**M2 wires**

(2 px per um)
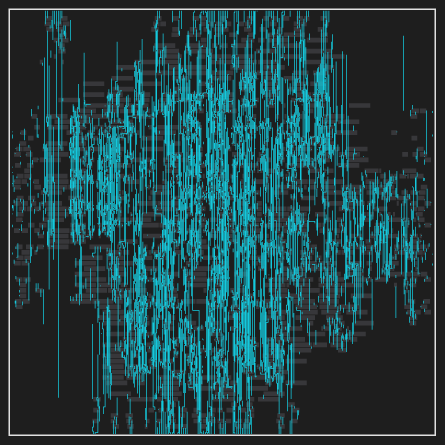
**Cells colored by class**

(2 px per um) Fill, decap, tap and diode cells in gray.
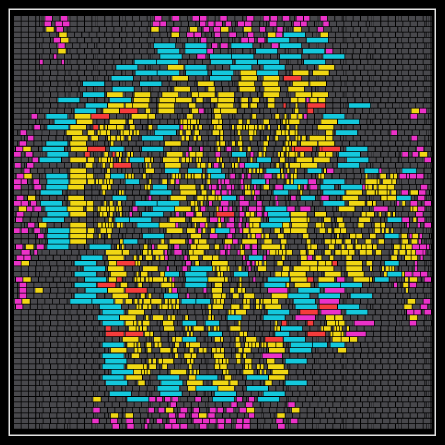
**Clock routing**

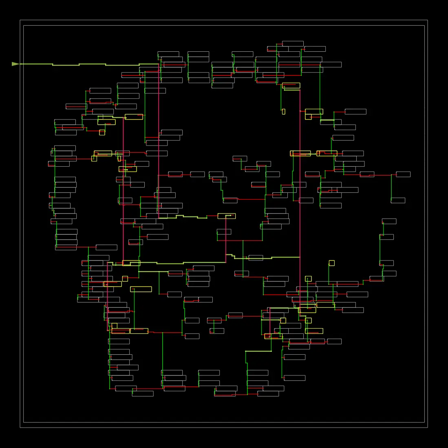
**Nets reached from selected ports**

(2 px per um)
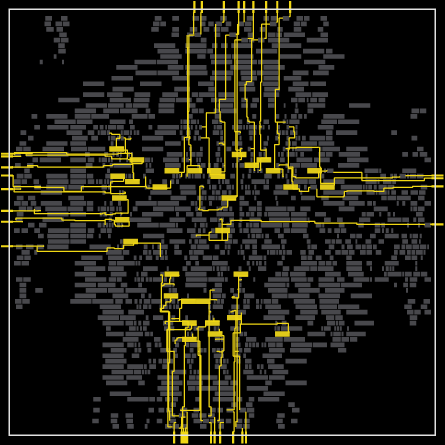
**Clock wires, drivers and flops**

(2 px per um)
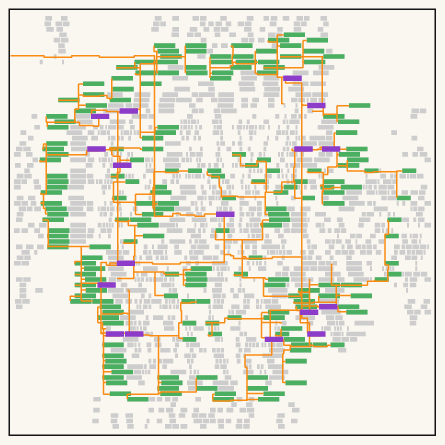
<file path="config.mk">
export PLATFORM = sky130hd
export DESIGN_NAME = regfile_write_arbiter
export DESIGN_NICKNAME = d
export VERILOG_FILES = /design/src/rtl/regfile_write_arbiter.sv
export SDC_FILE = /design/constraint.sdc
export NUM_CORES = 1
export LEC_CHECK = 0
export CAP_MARGIN = 20
export CORE_MARGIN = 1.5
export CORE_UTILIZATION = 31
export DETAILED_ROUTE_END_ITERATION = 8
export GPL_TIMING_DRIVEN = 0
export PLACE_DENSITY = 0.55
export SETUP_SLACK_MARGIN = 0.3
export SLEW_MARGIN = 20
export SYNTH_ARGS = -nofsm -noshare
export SYNTH_HDL_FRONTEND = slang
export SYNTH_SLANG_ARGS = --single-unit
</file>
<file path="constraint.sdc">
create_clock -name iClk -period 4.9 [get_ports iClk]
set_input_delay 0.735 -clock iClk [delete_from_list [all_inputs] [get_ports iClk]]
set_output_delay 0.735 -clock iClk [all_outputs]
set_load 0.02 [all_outputs]
</file>
<file path="src/rtl/regfile_write_arbiter.sv">
// Writeback arbiter: merges load and ALU results through a small FIFO, drives the
// register file write port one entry per cycle, and forwards pending writes to decode.
module regfile_write_arbiter #(
   parameter int ADDRESS_WIDTH = 5,
   parameter int DATA_WIDTH    = 32,
   parameter int DEPTH         = 4
) (
   input  logic                       iClk,
   input  logic                       iRst,
   input  logic                       iAluValid,
   output logic                       oAluReady,
   input  logic [ADDRESS_WIDTH-1:0]   iAluRd,
   input  logic [DATA_WIDTH-1:0]      iAluData,
   input  logic                       iLoadValid,
   output logic                       oLoadReady,
   input  logic [ADDRESS_WIDTH-1:0]   iLoadRd,
   input  logic [DATA_WIDTH-1:0]      iLoadData,
   output logic                       oWriteEn,
   output logic [ADDRESS_WIDTH-1:0]   oWriteAddress,
   output logic [DATA_WIDTH-1:0]      oWriteData,
   input  logic [ADDRESS_WIDTH-1:0]   iReadAddress1,
   input  logic [ADDRESS_WIDTH-1:0]   iReadAddress2,
   output logic                       oFwdHit1,
   output logic                       oFwdHit2,
   output logic [DATA_WIDTH-1:0]      oFwdData1,
   output logic [DATA_WIDTH-1:0]      oFwdData2,
   output logic [$clog2(DEPTH):0]     oCount,
   output logic                       oEmpty
);

   localparam int PTR_W = $clog2(DEPTH);
   localparam int CNT_W = $clog2(DEPTH) + 1;

   logic [ADDRESS_WIDTH-1:0] rd_mem_q   [DEPTH];
   logic [DATA_WIDTH-1:0]    data_mem_q [DEPTH];
   logic [PTR_W-1:0]         head_q, tail_q;
   logic [CNT_W-1:0]         count_q, count_d;
   logic                     wr_en_q;
   logic [ADDRESS_WIDTH-1:0] wr_addr_q;
   logic [DATA_WIDTH-1:0]    wr_data_q;

   logic                     full_s, load_fire_s, alu_fire_s, push_s, pop_s;
   logic [ADDRESS_WIDTH-1:0] push_rd_s;
   logic [DATA_WIDTH-1:0]    push_data_s;

   // Full uses current occupancy only, so a same-cycle pop never frees a slot.
   assign full_s      = (count_q == CNT_W'(DEPTH));
   assign oLoadReady  = !full_s && !iRst;
   assign oAluReady   = !full_s && !iLoadValid && !iRst;
   assign load_fire_s = iLoadValid && oLoadReady;
   assign alu_fire_s  = iAluValid && oAluReady;
   assign pop_s       = (count_q != CNT_W'(0));

   always_comb begin
      if (load_fire_s) begin
         push_rd_s   = iLoadRd;
         push_data_s = iLoadData;
      end else begin
         push_rd_s   = iAluRd;
         push_data_s = iAluData;
      end
   end

   // Writes to x0 complete the handshake but never occupy a slot.
   assign push_s = (load_fire_s || alu_fire_s) && (push_rd_s != ADDRESS_WIDTH'(0));

   always_comb begin
      case ({push_s, pop_s})
         2'b10:   count_d = count_q + CNT_W'(1);
         2'b01:   count_d = count_q - CNT_W'(1);
         default: count_d = count_q;
      endcase
   end

   always_ff @(posedge iClk) begin
      if (iRst) begin
         head_q    <= PTR_W'(0);
         tail_q    <= PTR_W'(0);
         count_q   <= CNT_W'(0);
         wr_en_q   <= 1'b0;
         wr_addr_q <= ADDRESS_WIDTH'(0);
         wr_data_q <= DATA_WIDTH'(0);
      end else begin
         count_q <= count_d;
         wr_en_q <= pop_s;
         if (push_s) begin
            tail_q <= tail_q + PTR_W'(1);
         end
         if (pop_s) begin
            head_q    <= head_q + PTR_W'(1);
            wr_addr_q <= rd_mem_q[head_q];
            wr_data_q <= data_mem_q[head_q];
         end
      end
   end

   always_ff @(posedge iClk) begin
      if (push_s) begin
         rd_mem_q[tail_q]   <= push_rd_s;
         data_mem_q[tail_q] <= push_data_s;
      end
   end

   // Oldest-to-youngest scan so the newest matching entry is the last to overwrite.
   function automatic logic [DATA_WIDTH:0] fwd_lookup(input logic [ADDRESS_WIDTH-1:0] addr);
      logic             hit;
      logic [DATA_WIDTH-1:0] data;
      logic [PTR_W-1:0] idx;
      hit  = 1'b0;
      data = DATA_WIDTH'(0);
      if (addr != ADDRESS_WIDTH'(0)) begin
         if (wr_en_q && (wr_addr_q == addr)) begin
            hit  = 1'b1;
            data = wr_data_q;
         end
         for (int i = 0; i < DEPTH; i++) begin
            idx = head_q + PTR_W'(i);
            if ((CNT_W'(i) < count_q) && (rd_mem_q[idx] == addr)) begin
               hit  = 1'b1;
               data = data_mem_q[idx];
            end
         end
      end
      return {hit, data};
   endfunction

   always_comb begin
      {oFwdHit1, oFwdData1} = fwd_lookup(iReadAddress1);
      {oFwdHit2, oFwdData2} = fwd_lookup(iReadAddress2);
   end

   assign oWriteEn      = wr_en_q;
   assign oWriteAddress = wr_addr_q;
   assign oWriteData    = wr_data_q;
   assign oCount        = count_q;
   assign oEmpty        = !pop_s && !wr_en_q;

endmodule

</file>
==> flow_summary_export.csv <==
group,metric,value,unit
clock_tree,clkTransAtPathRegs,0.08,ns
drt,wl_met1,21300,um
pwr,pg_seq,2410,uW
timing,tns,0,ns
timing,slew_viol_final,0,
critical_path,critPathLaunchType,"flip-flop",
pwr,combPwrFrac,55.3,%
grt,grt-busiest-layer,"met2",
critical_path,crit_fanout,10,
drt,wl,53100,um
critical_path,crit_slowest_cell,"mux4_2",
critical_path,crit_family,"buffers and inverters",
drt,antenna_left,0,
synth,ys_chip_area,13600,sq um
clock_tree,hold_buffers,0,
synth,ys_seq_share,39.7,%
clock_tree,postCtsSetupBuffers,14,
synth,top_cells_by_area,"edfxtp_1 (33%), mux4_2 (20%), dfxtp_1 (6.9%)",
clock_tree,cts_inserted_buffers,17,
grt,grt_pass1_wl,76300,um
grt,grt_use_met2,37.4,%
clock_tree,cts_tree,"built",
drt,initialDrtViolationCount,1349,
grt,met3_usage,6.31,%
critical_path,crit_required,4.16,ns
finish,final_nets,1476,
synth,flop_cell,"edfxtp_1",
synth,yosys-top-cells-count,"edfxtp_1 (148), nand2_1 (124), mux4_2 (122)",
clock_tree,h-tree-depth,4,
clock_tree,cts_root_buf,"clkbuf_16",
placed_design,dp_hpwl,39000,um
timing,setup_viol_count_final,0,
drt,highest_layer,"met5",
synth,top_area_cell,"edfxtp_1",
critical_path,cpMostUsedCell,"buf_4",
synth,yosysMostFrequentCell,"edfxtp_1",
pwr,power_density,488,nW/um^2
finish,areaGrowthSynthToFinish,27.3,%
drt,viasPerCell,5.87,
synth,ys_cells,1148,
timing,hold_violations,0,
pwr,total_power,8440,uW
finish,lay_top_count,"edfxtp_1",
grt,grtUsageTotal,23.7,%
hold_path,hp-class,"flip-flop to flip-flop",
placed_design,place_area,16400,sq um
run_status,status,"complete, no violations",
timing,fin_crit_sh,93.5,%
About 'M2 wires':
The longest straight run is 140 um. The wires run mostly vertical. The layer holds 46% of the routed length.

About 'cells colored by class':
Key: flip-flops = cyan [cells 195]; all other logic = yellow [cells 840]; other buffers and delay cells = magenta [cells 325]; clock drivers and dummy loads = red [cells 31]
Seq area share: 31.2%
Placeable Area: 43200 sq um
Final Cell Area: 17300 sq um

About 'clock routing':
Final Skew: 0.0135 ns
Clock net power: 1360 uW

About 'nets reached from selected ports':
Key: oWriteData = yellow [bits 32, direction output, end cells 32, buffers 32, wire 2950 um]
port bufs: 187
I/O pin cnt: 198

About 'clock wires, drivers and flops':
Key: flip-flops = green [count 195]; cells driving clock nets = purple [count 17]; clock wires = orange [length 2680 um]
Position of the flops: all over the die. There are 18 routed clock nets.
clock power share: 16.1%
clock latency on the worst-skew pair: 0.47 ns

-- cell families after synthesis --
family / Yosys count / share of synthesized area (%)
XOR/XNOR: 57 / 3.73
adder cells (fa/ha/maj): 9 / 0.829
buffers and inverters: 123 / 4.48
AND-OR/OR-AND: 259 / 14.3
flip-flops: 195 / 39.7
AND/OR/NAND/NOR: 310 / 10.9
multiplexers: 195 / 26.1
-- worst paths after layout --
kind | slack [ns] | cells past startpoint | startpoint | to
worst max-delay path | 0.32 | 12 | head_q[1]$_SDFFE_PP0N_ | oFwdData1[11]
worst min-delay path | 0.52 | 2 | oWriteAddress[3]$_SDFFE_PP0N_ | oWriteAddress[3]$_SDFFE_PP0N_
worst max register to register | 0.98 | 11 | oCount[0]$_SDFFE_PP0P_ | data_mem_q[2][4]$_DFFE_PP_
worst min register to register | 0.52 | 2 | oWriteAddress[3]$_SDFFE_PP0N_ | oWriteAddress[3]$_SDFFE_PP0N_
-- sequential cells by signal, indices dropped and copies added, names as in the netlist, named ones only --
signal / count
rd_mem_q: 20
head_q: 2
oWriteEn: 1
data_mem_q: 128
oWriteAddress: 5
tail_q: 2
oWriteData: 32
oCount: 3
-- through the flow --
step / setup WS, ns / cells
2_1_floorplan: 0.564 / 1148
3_3_place_gp: -1.91 / 1920
3_5_place_dp: 0.0437 / 1928
4_1_cts: 0.171 / 1973
5_1_grt: 0.217 / 1976
6_report: 0.319 / 1976
-- layout make-up --
type                            count  area [sq um]
Buffer                            113           659
Clock buffer                       17           425
Clock inverter                     14           116
Fill cell                        4221         25900
Inverter                           10          38.8
Multi-Input combinational cell    830          7780
Sequential cell                   195          5390
Tap cell                          585           732
Timing Repair Buffer              212          2150
-- worst min-delay path: stages, from the launching register on --
cell,delay [ns]
dfxtp_1,0.35
nand2_1,0.07
a21oi_1,0.05
Power and IR drop assume default switching activity.
